## src/rtl/kamus_csr_if.sv

```systemverilog
// CSR request/response bundle between kamus_EX and kamus_csr_ctrl.
interface kamus_csr_if;
   logic        csr_req_i;
   logic [1:0]  csr_op_i;
   logic [11:0] csr_addr_i;
   logic [31:0] csr_wdata_i;
   logic        instr_retire_i;
   logic        csr_rdy_o;
   logic        stall_o;
   logic        csr_rvalid_o;
   logic [31:0] csr_rdata_o;
   logic        csr_illegal_o;
   logic        timer_irq_o;

   modport master (
      output csr_req_i, csr_op_i, csr_addr_i, csr_wdata_i,
      output instr_retire_i,
      input  csr_rdy_o, stall_o, csr_rvalid_o, csr_rdata_o,
      input  csr_illegal_o, timer_irq_o
   );

   modport slave (
      input  csr_req_i, csr_op_i, csr_addr_i, csr_wdata_i,
      input  instr_retire_i,
      output csr_rdy_o, stall_o, csr_rvalid_o, csr_rdata_o,
      output csr_illegal_o, timer_irq_o
   );
endinterface

```

## src/rtl/kamus_csr_ctrl.sv

```systemverilog
// CSR file, cycle/instret counters and 3-state CSR read-modify-write sequencer.
// Define KAMUS_CSR_TIMER_IRQ_EN to add mtimecmp, mie.MTIE, mip and timer_irq_o.
module kamus_csr_ctrl #(
   parameter logic [31:0] MTVEC_RST = 32'h0000_0000,
   parameter int          CNT_W     = 64
) (
   input logic        clk_i,
   input logic        rst_ni,
   kamus_csr_if.slave bus
);

   typedef enum logic [1:0] {IDLE, RMW, DONE} state_t;

   state_t state_q, state_d;

   logic [1:0]       op_q;
   logic [11:0]      addr_q;
   logic [31:0]      wdata_q;
   logic [CNT_W-1:0] cycle_q, instret_q;
   logic [63:0]      cycle_x, instret_x;
   logic             mie_q;
   logic [31:0]      mtvec_q, mepc_q, mscratch_q, mcause_q;
   logic [31:0]      rdata_q;
   logic             illegal_q;
   logic [31:0]      old_val, new_val;
   logic             known, ro, wr_en, commit, accept;

   assign cycle_x   = 64'(cycle_q);
   assign instret_x = 64'(instret_q);

   assign accept = (state_q == IDLE) & bus.csr_req_i
                 & (bus.csr_op_i != 2'b00);

`ifdef KAMUS_CSR_TIMER_IRQ_EN
   logic        mtie_q;
   logic [63:0] mtimecmp_q;
   logic        irq_q;
   logic        mtip;

   assign mtip = (cycle_x >= mtimecmp_q);
`endif

   always_ff @(posedge clk_i or negedge rst_ni) begin
      if (!rst_ni) state_q <= IDLE;
      else         state_q <= state_d;
   end

   always_comb begin
      state_d = state_q;
      unique case (state_q)
         IDLE:    if (accept) state_d = RMW;
         RMW:     state_d = DONE;
         DONE:    state_d = IDLE;
         default: state_d = IDLE;
      endcase
   end

   always_comb begin
      old_val = '0;
      known   = 1'b1;
      ro      = 1'b0;
      unique case (addr_q)
         12'h300: old_val = {19'b0, 2'b11, 7'b0, mie_q, 3'b0};
         12'h305: old_val = mtvec_q;
         12'h340: old_val = mscratch_q;
         12'h341: old_val = mepc_q;
         12'h342: old_val = mcause_q;
         12'hB00: old_val = cycle_x[31:0];
         12'hB80: old_val = cycle_x[63:32];
         12'hB02: old_val = instret_x[31:0];
         12'hB82: old_val = instret_x[63:32];
         12'hC00, 12'hC01: begin
            old_val = cycle_x[31:0];
            ro      = 1'b1;
         end
         12'hC80, 12'hC81: begin
            old_val = cycle_x[63:32];
            ro      = 1'b1;
         end
         12'hC02: begin
            old_val = instret_x[31:0];
            ro      = 1'b1;
         end
         12'hC82: begin
            old_val = instret_x[63:32];
            ro      = 1'b1;
         end
`ifdef KAMUS_CSR_TIMER_IRQ_EN
         12'h304: old_val = {24'b0, mtie_q, 7'b0};
         12'h344: begin
            old_val = {24'b0, mtip, 7'b0};
            ro      = 1'b1;
         end
         12'h7C0: old_val = mtimecmp_q[31:0];
         12'h7C1: old_val = mtimecmp_q[63:32];
`endif
         default: known = 1'b0;
      endcase
   end

   always_comb begin
      new_val = old_val;
      unique case (op_q)
         2'b01:   new_val = wdata_q;
         2'b10:   new_val = old_val | wdata_q;
         2'b11:   new_val = old_val & ~wdata_q;
         default: new_val = old_val;
      endcase
   end

   // RS/RC with a zero mask are pure reads, legal even on read-only CSRs
   assign wr_en  = (op_q == 2'b01) | (wdata_q != 32'h0);
   assign commit = (state_q == RMW) & known & wr_en & ~ro;

   always_ff @(posedge clk_i or negedge rst_ni) begin
      if (!rst_ni) begin
         op_q    <= 2'b00;
         addr_q  <= '0;
         wdata_q <= '0;
      end else if (accept) begin
         op_q    <= bus.csr_op_i;
         addr_q  <= bus.csr_addr_i;
         wdata_q <= bus.csr_wdata_i;
      end
   end

   always_ff @(posedge clk_i or negedge rst_ni) begin
      if (!rst_ni) begin
         rdata_q   <= '0;
         illegal_q <= 1'b0;
      end else if (state_q == RMW) begin
         rdata_q   <= known ? old_val : 32'h0;
         illegal_q <= ~known | (wr_en & ro);
      end
   end

   always_ff @(posedge clk_i or negedge rst_ni) begin
      if (!rst_ni) begin
         mie_q      <= 1'b0;
         mtvec_q    <= MTVEC_RST & 32'hFFFF_FFFC;
         mepc_q     <= '0;
         mscratch_q <= '0;
         mcause_q   <= '0;
      end else if (commit) begin
         unique case (addr_q)
            12'h300: mie_q      <= new_val[3];
            12'h305: mtvec_q    <= new_val & 32'hFFFF_FFFC;
            12'h340: mscratch_q <= new_val;
            12'h341: mepc_q     <= new_val & 32'hFFFF_FFFC;
            12'h342: mcause_q   <= new_val;
            default: ;
         endcase
      end
   end

   // A half written by a CSR op holds the other half still that cycle
   always_ff @(posedge clk_i or negedge rst_ni) begin
      if (!rst_ni) begin
         cycle_q <= '0;
      end else if (commit && addr_q == 12'hB00) begin
         cycle_q[31:0] <= new_val;
      end else if (commit && addr_q == 12'hB80) begin
         cycle_q[CNT_W-1:32] <= new_val[CNT_W-33:0];
      end else begin
         cycle_q <= cycle_q + CNT_W'(1);
      end
   end

   always_ff @(posedge clk_i or negedge rst_ni) begin
      if (!rst_ni) begin
         instret_q <= '0;
      end else if (commit && addr_q == 12'hB02) begin
         instret_q[31:0] <= new_val;
      end else if (commit && addr_q == 12'hB82) begin
         instret_q[CNT_W-1:32] <= new_val[CNT_W-33:0];
      end else if (bus.instr_retire_i) begin
         instret_q <= instret_q + CNT_W'(1);
      end
   end

`ifdef KAMUS_CSR_TIMER_IRQ_EN
   always_ff @(posedge clk_i or negedge rst_ni) begin
      if (!rst_ni) begin
         mtie_q     <= 1'b0;
         mtimecmp_q <= '1;
      end else if (commit) begin
         unique case (addr_q)
            12'h304: mtie_q            <= new_val[7];
            12'h7C0: mtimecmp_q[31:0]  <= new_val;
            12'h7C1: mtimecmp_q[63:32] <= new_val;
            default: ;
         endcase
      end
   end

   always_ff @(posedge clk_i or negedge rst_ni) begin
      if (!rst_ni) irq_q <= 1'b0;
      else         irq_q <= mtip & mtie_q & mie_q;
   end

   assign bus.timer_irq_o = irq_q;
`else
   assign bus.timer_irq_o = 1'b0;
`endif

   assign bus.csr_rdy_o     = (state_q == IDLE);
   assign bus.stall_o       = ((state_q == IDLE) & bus.csr_req_i)
                            | (state_q == RMW);
   assign bus.csr_rvalid_o  = (state_q == DONE);
   assign bus.csr_rdata_o   = (state_q == DONE) ? rdata_q : 32'h0;
   assign bus.csr_illegal_o = (state_q == DONE) & illegal_q;

endmodule

```

## src/flat_wrapper.sv

```systemverilog
// flat-port wrapper written by rule: the top's interface ports become plain ports
module kamus_csr_ctrl_flat 
#(
   parameter logic [31:0] MTVEC_RST = 32'h0000_0000,
   parameter int          CNT_W     = 64
)
  (clk_i, rst_ni, bus_csr_req_i, bus_csr_op_i, bus_csr_addr_i, bus_csr_wdata_i, bus_instr_retire_i, bus_csr_rdy_o, bus_stall_o, bus_csr_rvalid_o, bus_csr_rdata_o, bus_csr_illegal_o, bus_timer_irq_o);
  kamus_csr_if bus_i ();
  input logic clk_i;
  input logic rst_ni;
  input wire logic [$bits(bus_i.csr_req_i)-1:0] bus_csr_req_i;
  input wire logic [$bits(bus_i.csr_op_i)-1:0] bus_csr_op_i;
  input wire logic [$bits(bus_i.csr_addr_i)-1:0] bus_csr_addr_i;
  input wire logic [$bits(bus_i.csr_wdata_i)-1:0] bus_csr_wdata_i;
  input wire logic [$bits(bus_i.instr_retire_i)-1:0] bus_instr_retire_i;
  output wire logic [$bits(bus_i.csr_rdy_o)-1:0] bus_csr_rdy_o;
  output wire logic [$bits(bus_i.stall_o)-1:0] bus_stall_o;
  output wire logic [$bits(bus_i.csr_rvalid_o)-1:0] bus_csr_rvalid_o;
  output wire logic [$bits(bus_i.csr_rdata_o)-1:0] bus_csr_rdata_o;
  output wire logic [$bits(bus_i.csr_illegal_o)-1:0] bus_csr_illegal_o;
  output wire logic [$bits(bus_i.timer_irq_o)-1:0] bus_timer_irq_o;
  assign bus_i.csr_req_i = bus_csr_req_i;
  assign bus_i.csr_op_i = bus_csr_op_i;
  assign bus_i.csr_addr_i = bus_csr_addr_i;
  assign bus_i.csr_wdata_i = bus_csr_wdata_i;
  assign bus_i.instr_retire_i = bus_instr_retire_i;
  assign bus_csr_rdy_o = bus_i.csr_rdy_o;
  assign bus_stall_o = bus_i.stall_o;
  assign bus_csr_rvalid_o = bus_i.csr_rvalid_o;
  assign bus_csr_rdata_o = bus_i.csr_rdata_o;
  assign bus_csr_illegal_o = bus_i.csr_illegal_o;
  assign bus_timer_irq_o = bus_i.timer_irq_o;
  kamus_csr_ctrl #(.MTVEC_RST(MTVEC_RST), .CNT_W(CNT_W)) u_core (.clk_i(clk_i), .rst_ni(rst_ni), .bus(bus_i));
endmodule
```

## config.mk

```make
export PLATFORM = sky130hd
export DESIGN_NAME = kamus_csr_ctrl_flat
export DESIGN_NICKNAME = d
export VERILOG_FILES = /design/src/rtl/kamus_csr_if.sv /design/src/rtl/kamus_csr_ctrl.sv /design/src/flat_wrapper.sv
export SDC_FILE = /design/constraint.sdc
export NUM_CORES = 1
export LEC_CHECK = 0
export CAP_MARGIN = 40
export CORE_ASPECT_RATIO = 1.2
export CORE_MARGIN = 2
export CORE_UTILIZATION = 40
export DETAILED_ROUTE_END_ITERATION = 8
export DONT_BUFFER_PORTS = 1
export PLACE_DENSITY = 0.59
export SYNTH_ARGS = -nofsm -noshare
export SYNTH_HDL_FRONTEND = slang
export SYNTH_SLANG_ARGS = --single-unit
```

## constraint.sdc

```tcl
create_clock -name clk_i -period 3.2 [get_ports clk_i]
set_input_delay 0.48 -clock clk_i [delete_from_list [all_inputs] [get_ports clk_i]]
set_output_delay 0.48 -clock clk_i [all_outputs]
set_load 0.02 [all_outputs]
```

==> flow_results.org, run 1 <==
* Flow results

** Status
- The run finished, with violations left.
- Failing checks :: hold timing

** Global routing
- Pin count of the biggest net entering global routing :: 335
- Number of global-route vias before repair :: 17,800
- Routing resource usage on met2 recorded by global route was 53.0%.
- Antenna violations before repair :: 1
- The first global-routing pass estimated 118,000 microns of wire.
- In the global route stage, met1 resource usage came out at 41.3%.
- Routing layer with the top usage in global route :: met2
- Gr ovfl total :: 0

** Finish
- FF+latch count :: 334
- Final core utilization :: 46.4%
- Fraction of area in non-clock buffers :: 6.56%
- Combinational cell area excluding buffers and inverters :: 10,300 sq um
- Counting only logic cells after layout, the most numerous master is sky130_fd_sc_hd__dfrtp_1.
- Register share of the cell area :: 37.7%
- Ranked by total area, the top cell class in this layout is combinational gates.
- Multi-input gates account for 46.3% of the area.
- Clock buffers in the final layout number 57.
- Clock tree buffers and inverters occupy 5.42% of the routed design's cell area.
- Number of ordinary inverters in the final layout :: 30
- The flow measured a signed area growth from synthesis to layout of 15.4%.
- The finished layout holds 2,817 standard cells, fillers aside.
- After layout, the buffer instance count without clock buffers stands at 165.
- The top cell types in the final layout, fill and taps aside, are sky130_fd_sc_hd__dfrtp_1 (330), sky130_fd_sc_hd__nand2_1 (255), sky130_fd_sc_hd__buf_4 (145), sky130_fd_sc_hd__o21ai_0 (136), sky130_fd_sc_hd__nor2_1 (124).
- The largest registers in the layout are u_core.cycle_q x64, u_core.instret_q x64.
- Cells with a size suffix above 1 make up 14.5% of the layout.
- The net count of the finished layout is 2,214.
- Flip-flop and latch area :: 8370 sq um

** Floorplanning
- In this run the standard cell core region covers 47,800 sq um.
- Fp util :: 40.2%
- The design received a total of 630 well taps at floorplan.
- Chip area :: 49,900 sq um

** Synthesis
- Grouping non-sequential cells by family puts the most area in simple AND/OR/NAND/NOR gates.
- Cell type with the highest aggregate area in the netlist :: sky130_fd_sc_hd__dfrtp_1
- Most numerous cell in the Yosys netlist :: sky130_fd_sc_hd__dfrtp_1
- After technology mapping, the gate count stands at 2,104.
- In the synthesis report, Yosys lists the chip area as 19,200 sq um.
- Per the synth log, the flip-flop and latch total comes to 334.
- Most used flip-flop cell :: sky130_fd_sc_hd__dfrtp_1
- The synthesis report gives the async set-or-reset register share as 100%.
- Fraction of the mapped netlist area in compound gates :: 19.7%
- Register share after synthesis :: 43.5%
- XOR/XNOR Fraction of Synth Area :: 3.05%
- For this run, the number of Yosys warnings is 0.
- Top cells by count :: sky130_fd_sc_hd__dfrtp_1 (334), sky130_fd_sc_hd__nand2_1 (255), sky130_fd_sc_hd__o21ai_0 (136)
- In this run the cell area of the synthesized design comes to 19,200 sq um.
- Top cells by area :: sky130_fd_sc_hd__dfrtp_1 (43%), sky130_fd_sc_hd__mux2i_1 (5.9%), sky130_fd_sc_hd__nand2_1 (5.0%)

** Routing
- The detailed router put a total of 32,100 microns of wire on met1.
- Summed over all nets, wire length on met2 after detailed routing comes to 38,300 microns.
- In the routed layout, each cell is associated on average with a via count of 6.42.
- WL/cell :: 28.2 microns
- Antenna violation net count after detailed routing :: 0
- First DRT Iteration DRCs :: 2,004
- Pre-antenna DRT Iters :: 9

** Clock tree
- The cell sitting at the root of the clock tree is a sky130_fd_sc_hd__clkbuf_16.
- The report lists the number of cells resized after CTS as 1.
- H-tree lvl count :: 2
- Worst-path clk slew :: 60 ps
- The clock passes through at most 3 buffers.
- TritonCTS clock tree :: built

** Setup path
- The required time at the worst endpoint is listed as 3600 ps.
- Arrival @ worst endpoint :: 3460 ps
- Crit path launch type :: flop
- Looking at the reg2reg group, the worst path ends at u_core.cycle_q[10]$_DFFE_PN0P_.
- Crit. End Element :: flop
- Logic depth along the worst register-to-register path is recorded as 9.
- In this run the worst path has a maximum fanout of 13.
- Critical Path End :: u_core.cycle_q[10]$_DFFE_PN0P_

** Power
- Per the summary, power density relative to cell area is 547 nW/um^2.
- Across the VDD grid, the largest voltage drop is 429 uV.
- Reported leakage power :: 8.98 nW
- Overall power consumption after layout is estimated at 12.1 mW.

** Timing
- In the final report, the number of hold violations comes to 334.
- OpenROAD reports that the post-layout worst path occupies 95.8% of the period.
- The final timing report lists a max-slew violation count of 0.
- Post-Route Hold Slack :: -353 ps
- Setup repair after global routing left no endpoint under its margin.
- The worst pin sits at a relative slew slack of 39.8%.
- The clock period could shrink to 3060 ps.

** Placed design
- Instance area after placement :: 21,000 sq um
- Including well taps, the total number of placed cells is 2,752.
- Buffers placed on the I/O ports in this run total 0.
- Per the post-place timing report, worst setup slack is -50.0 ps.

** Flow run
- Number of warnings in the stage logs :: 30
- Max-cap violations :: 0

** Hold path
- Checking hold timing, the worst path is listed with class input port to asynchronous set/reset pin.
run 1: critical path, cell delays in order (launching register included):
cell and delay (ps):
sky130_fd_sc_hd__dfrtp_1 610, sky130_fd_sc_hd__nand4bb_1 340, sky130_fd_sc_hd__nor4_2 110, sky130_fd_sc_hd__buf_12 170
sky130_fd_sc_hd__buf_4 170, sky130_fd_sc_hd__o2bb2ai_1 120, sky130_fd_sc_hd__a2111oi_0 380, sky130_fd_sc_hd__buf_4 220
sky130_fd_sc_hd__a22o_1 570, sky130_fd_sc_hd__a221oi_1 200
run 1: power breakdown:
part	switching (mW)	internal, mW
Sequential	0.474	4.50
Combinational	1.80	0.970
Clock	1.86	2.52
Total	4.14	7.99
Run 1, ports around the boundary:
(1.5 px per micron) Pins as bars across the die edge, other pins in gray.
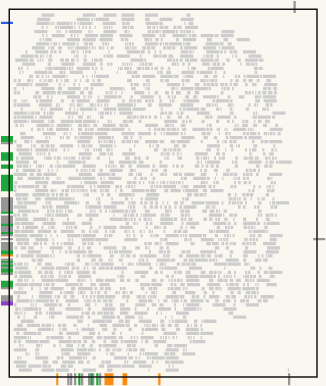
orange -> bus_csr_addr_i  # pins 12, direction input, edge 11 bottom, 1 left
green -> bus_csr_rdata_o  # pins 32, direction output, edge 29 left, 3 bottom
purple -> bus_csr_op_i  # pins 2, direction input, edge left
blue -> clk_i  # pins 1, direction input, edge left
all pins by edge = 62 left, 23 bottom, 1 right, 1 top

Run 1, the metal 3 layer:
(2 px per micron) Cells faint in the background.
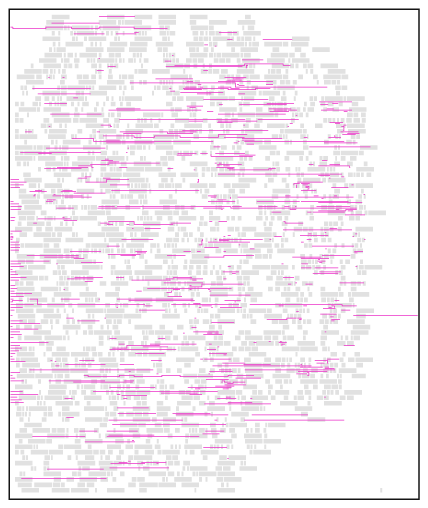
longest straight run = 62.8 microns
nets with wire on the layer = 336
final wirelength: 79,400 microns
global routing usage on met3: 5.18%
total vias in the final route: 18,100

Run 1, clock nets:
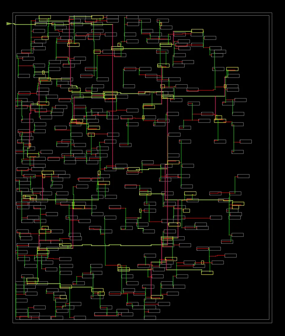
reported clock group power: 4.38 mW
number of buffers created by CTS: 38
final worst clock skew: 21.4 ps
CTS sink count: 334

Run 1, met4 routing:
(1.5 px per micron) Supply wires on this layer in gray. Cells faint in the background.
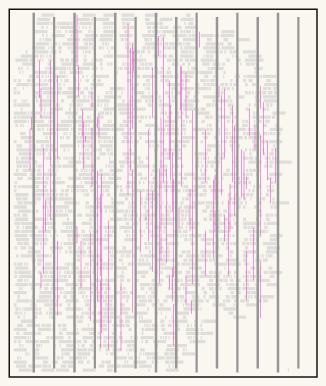

==> inputs of run 2 (changes only) <==
==> constraint.sdc (replaced) <==
create_clock -name clk_i -period 3.2 [get_ports clk_i]
set_input_delay 0.8 -clock clk_i [delete_from_list [all_inputs] [get_ports clk_i]]
set_output_delay 0.8 -clock clk_i [all_outputs]
set_load 0.02 [all_outputs]
Run 2, met4 routing:
(1.5 px per micron) Supply wires on this layer in gray. Cells faint in the background.
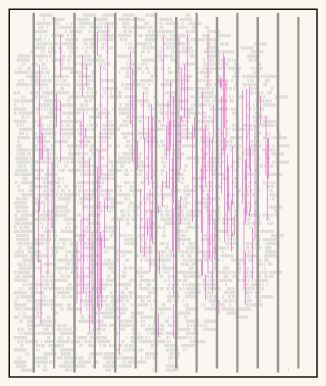
share of all routed wire = 5.9%
main direction = vertical
nets with wire on the layer = 80
longest straight run = 126 microns

==> run 2 against run 1 <==
Against the previous run:
- register-to-register slack worse by 50 ps
- cell count grew 0.18%
- critical endpoint is now u_core.instret_q[31]$_DFFE_PN0P_
- total power grew 1.7%
- utilization is 0.14 points higher
- clock skew about the same
- the flow still finishes with violations (hold timing)
- sequential share of layout area shrank 0.11 points
- sequential power is essentially flat
- wire length is essentially flat
- first-iteration DRC count fell by 2.0%
==> flow_results.org, run 2 <==
* Flow results

** Status
- Status :: finished, violations left (unchanged)
- Failing checks: hold timing (unchanged).

** Routing
- The met1 layer wirelength in the final routing was 32,000 microns (was 32,100 microns).
- WL/cell :: 28.2 microns (about the same)
- Average via count per standard cell :: 6.48 (was 6.42)
- Final wirelength :: 79,500 microns (was 79,400 microns)
- The number of routed nets with antenna violations is 0 (unchanged).
- The amount of wire on met2 after detailed routing is 36,900 microns (was 38,300 microns).
- Pre-antenna DRT Iters :: 8 (was 9)
- The number of vias after detailed routing was 18,300 (was 18,100).

** Synthesis
- Top cells by area :: sky130_fd_sc_hd__dfrtp_1 (43%), sky130_fd_sc_hd__mux2i_1 (5.9%), sky130_fd_sc_hd__nand2_1 (5.0%) (unchanged)
- Yosys warning tally :: 0 (unchanged)
- Chip area line of the yosys report :: 19,200 sq um (unchanged)
- The share of synthesized registers carrying an async set or reset is 100% (unchanged).
- The synthesis-stage register bit count is 334 (unchanged).
- The proportion of synthesized chip area in sequential cells is 43.5% (unchanged).
- Synthesized netlist cell count :: 2,104 (unchanged)
- Top cells by count :: sky130_fd_sc_hd__dfrtp_1 (334), sky130_fd_sc_hd__nand2_1 (255), sky130_fd_sc_hd__o21ai_0 (136) (unchanged)
- The cell type with the largest total area was sky130_fd_sc_hd__dfrtp_1 (unchanged).
- Fraction of the mapped netlist area in compound gates :: 19.7% (unchanged)
- The dominant non-sequential cell family after synthesis was simple AND/OR/NAND/NOR gates (unchanged).

** Finish
- The total area of sequential cells came to 8370 sq um (unchanged).
- The layout buffering overhead excluding clock cells is 6.58% (was 6.56%).
- The cell type taking the most area is combinational gates (unchanged).
- The number of standard cells in the layout, taps in and fillers out came to 2,822 (was 2,817).
- Final clock-cell share :: 5.71% (was 5.42%)
- Number of ordinary inverters in the final layout :: 30 (unchanged)
- Layout cells sized above 1 :: 14.7% (was 14.5%)
- The number of non-clock buffers in the layout was 166 (was 165).
- The combinational gate area was 10,300 sq um (about the same).
- The most used logic cell in the final layout is sky130_fd_sc_hd__dfrtp_1 (unchanged).
- Highest-count cells in the layout ignoring fill and taps :: sky130_fd_sc_hd__dfrtp_1 (330), sky130_fd_sc_hd__nand2_1 (255), sky130_fd_sc_hd__buf_4 (146), sky130_fd_sc_hd__o21ai_0 (136), sky130_fd_sc_hd__nor2_1 (124) (was sky130_fd_sc_hd__dfrtp_1 (330), sky130_fd_sc_hd__nand2_1 (255), sky130_fd_sc_hd__buf_4 (145), sky130_fd_sc_hd__o21ai_0 (136), sky130_fd_sc_hd__nor2_1 (124))
- The number of sequential cells is 334 (unchanged).
- The proportion of cell area occupied by registers came to 37.6% (was 37.7%).

** Setup path
- Worst-path cell chain :: nor3_1 -> o2111ai_2 -> buf_4 -> o22ai_1 -> a2111o_1 -> nand2_1 -> o211ai_1 (was nand4bb_1 -> nor4_2 -> buf_12 -> buf_4 -> o2bb2ai_1 -> a2111oi_0 -> buf_4 -> a22o_1 -> a221oi_1)
- The number of buffer and inverter stages on the critical path was 1 (was 3).
- The arrival time of the worst setup path is 3590 ps (was 3460 ps).
- The standard cell with the maximum stage delay on the critical path is sky130_fd_sc_hd__nor3_1 (was sky130_fd_sc_hd__dfrtp_1).
- The cell family contributing the most delay on the critical path is AND-OR/OR-AND gates (unchanged).
- The worst-path maximum fanout came to 16 (was 13).
- The delay of the slowest critical-path stage came to 610 ps (about the same).

** Power
- Share of total power in sequential cells :: 40.3% (was 41.0%)
- The power attributed to combinational cells is 2.80 mW (was 2.77 mW).
- Reported clock group power :: 4.57 mW (was 4.38 mW)
- VDD IR max :: 510 uV (was 429 uV)
- Reported leakage power :: 9.01 nW (was 8.98 nW)
- The top power consumer group is registers (unchanged).
- Clk network pwr share :: 37.0% (was 36.1%)
- Power density relative to cell area :: 554 nW/um^2 (was 547 nW/um^2)
- The switching fraction of total power was 34.1% (about the same).
- The cell-internal power is 8.12 mW (was 7.99 mW).
- Total net switching power :: 4.21 mW (was 4.14 mW)
- The overall power of the completed layout was 12.3 mW (was 12.1 mW).
- The power of the sequential group was 4.97 mW (about the same).

** Clock tree
- Clock tree root buffer cell :: sky130_fd_sc_hd__clkbuf_16 (unchanged)
- The clock slew at the register clock pins of the worst setup and hold paths was 60 ps (about the same).
- Maximum buffer depth of the clock tree :: 3 (unchanged)
- The deepest level of the CTS H-tree was 2 (unchanged).
- The number of buffers inserted during clock tree synthesis was 38 (unchanged).
- The number of resized instances in the post-cts repair step is 0 (was 1).
- The TritonCTS clock tree is built (unchanged).

** Flow run
- Number of warnings in the stage logs :: 30 (unchanged)
- Max-cap violations :: 0 (unchanged)

** Floorplanning
- Tap cell count :: 630 (unchanged)
- The chip area is 49,900 sq um (unchanged).

** Timing
- The minimum period implied by the final worst setup slack came to 3110 ps (was 3060 ps).
- Number of hold-slack violations in the final timing report :: 42 (was 334)
- The share of the clock period used by the worst path is 97.3% (was 95.8%).
- The relative slew slack came to 17.0% (was 39.8%).
- The worst hold margin was -38.1 ps (was -353 ps).
- Unrepaired setup endpoints after global routing: no (unchanged).
- Final worst clock skew :: 21.7 ps (was 21.4 ps)

** Global routing
- The total grt overflow is 0 (unchanged).
- Pin count of the biggest net entering global routing :: 335 (unchanged)
- The met3 track demand over resource in global routing was 5.16% (was 5.18%).
- The combined global-route utilization of all metal layers is 31.8% (was 32.0%).
- The via count of the first global-routing pass is 17,600 (was 17,800).
- Routing layer with the top usage in global route :: met2 (unchanged)
- The number of antenna violations at the first check in global routing is 0 (was 1).
- Grt met1 use :: 41.4% (was 41.3%)
- The routing usage on met2 was 50.8% (was 53.0%).

** Placed design
- Number of placed instances, taps included :: 2,753 (was 2,752)
- Worst slack after detailed placement :: 71.3 ps (was -50.0 ps)
- Buffers on Ports :: 0 (unchanged)
- Instance area after placement :: 21,000 sq um (about the same)

** Hold path
- The classification of the worst-slack hold path was input port to asynchronous set/reset pin (unchanged).
-- run 2: cell counts after synthesis --
Identical to the previous run, type by type.
-- run 2: path summary, 6_finish.rpt --
path                                                from                               end  slack, ps  cells past startpoint
min in group clk_i                   bus_csr_wdata_i[20]    u_core.wdata_q[20]$_DFFE_PN0P_        360                      2
min reg2reg                u_core.rdata_q[5]$_DFFE_PN0P_     u_core.rdata_q[5]$_DFFE_PN0P_        470                      2
max                         u_core.addr_q[6]$_DFFE_PN0P_  u_core.instret_q[31]$_DFFE_PN0P_         90                      7
max reg2reg                 u_core.addr_q[6]$_DFFE_PN0P_  u_core.instret_q[31]$_DFFE_PN0P_         90                      7
min                                               rst_ni  u_core.instret_q[24]$_DFFE_PN0P_        -40                      0
max in group asynchronous                         rst_ni      u_core.addr_q[7]$_DFFE_PN0P_       2150                      0
Power is estimated from default activity; no workload was simulated.
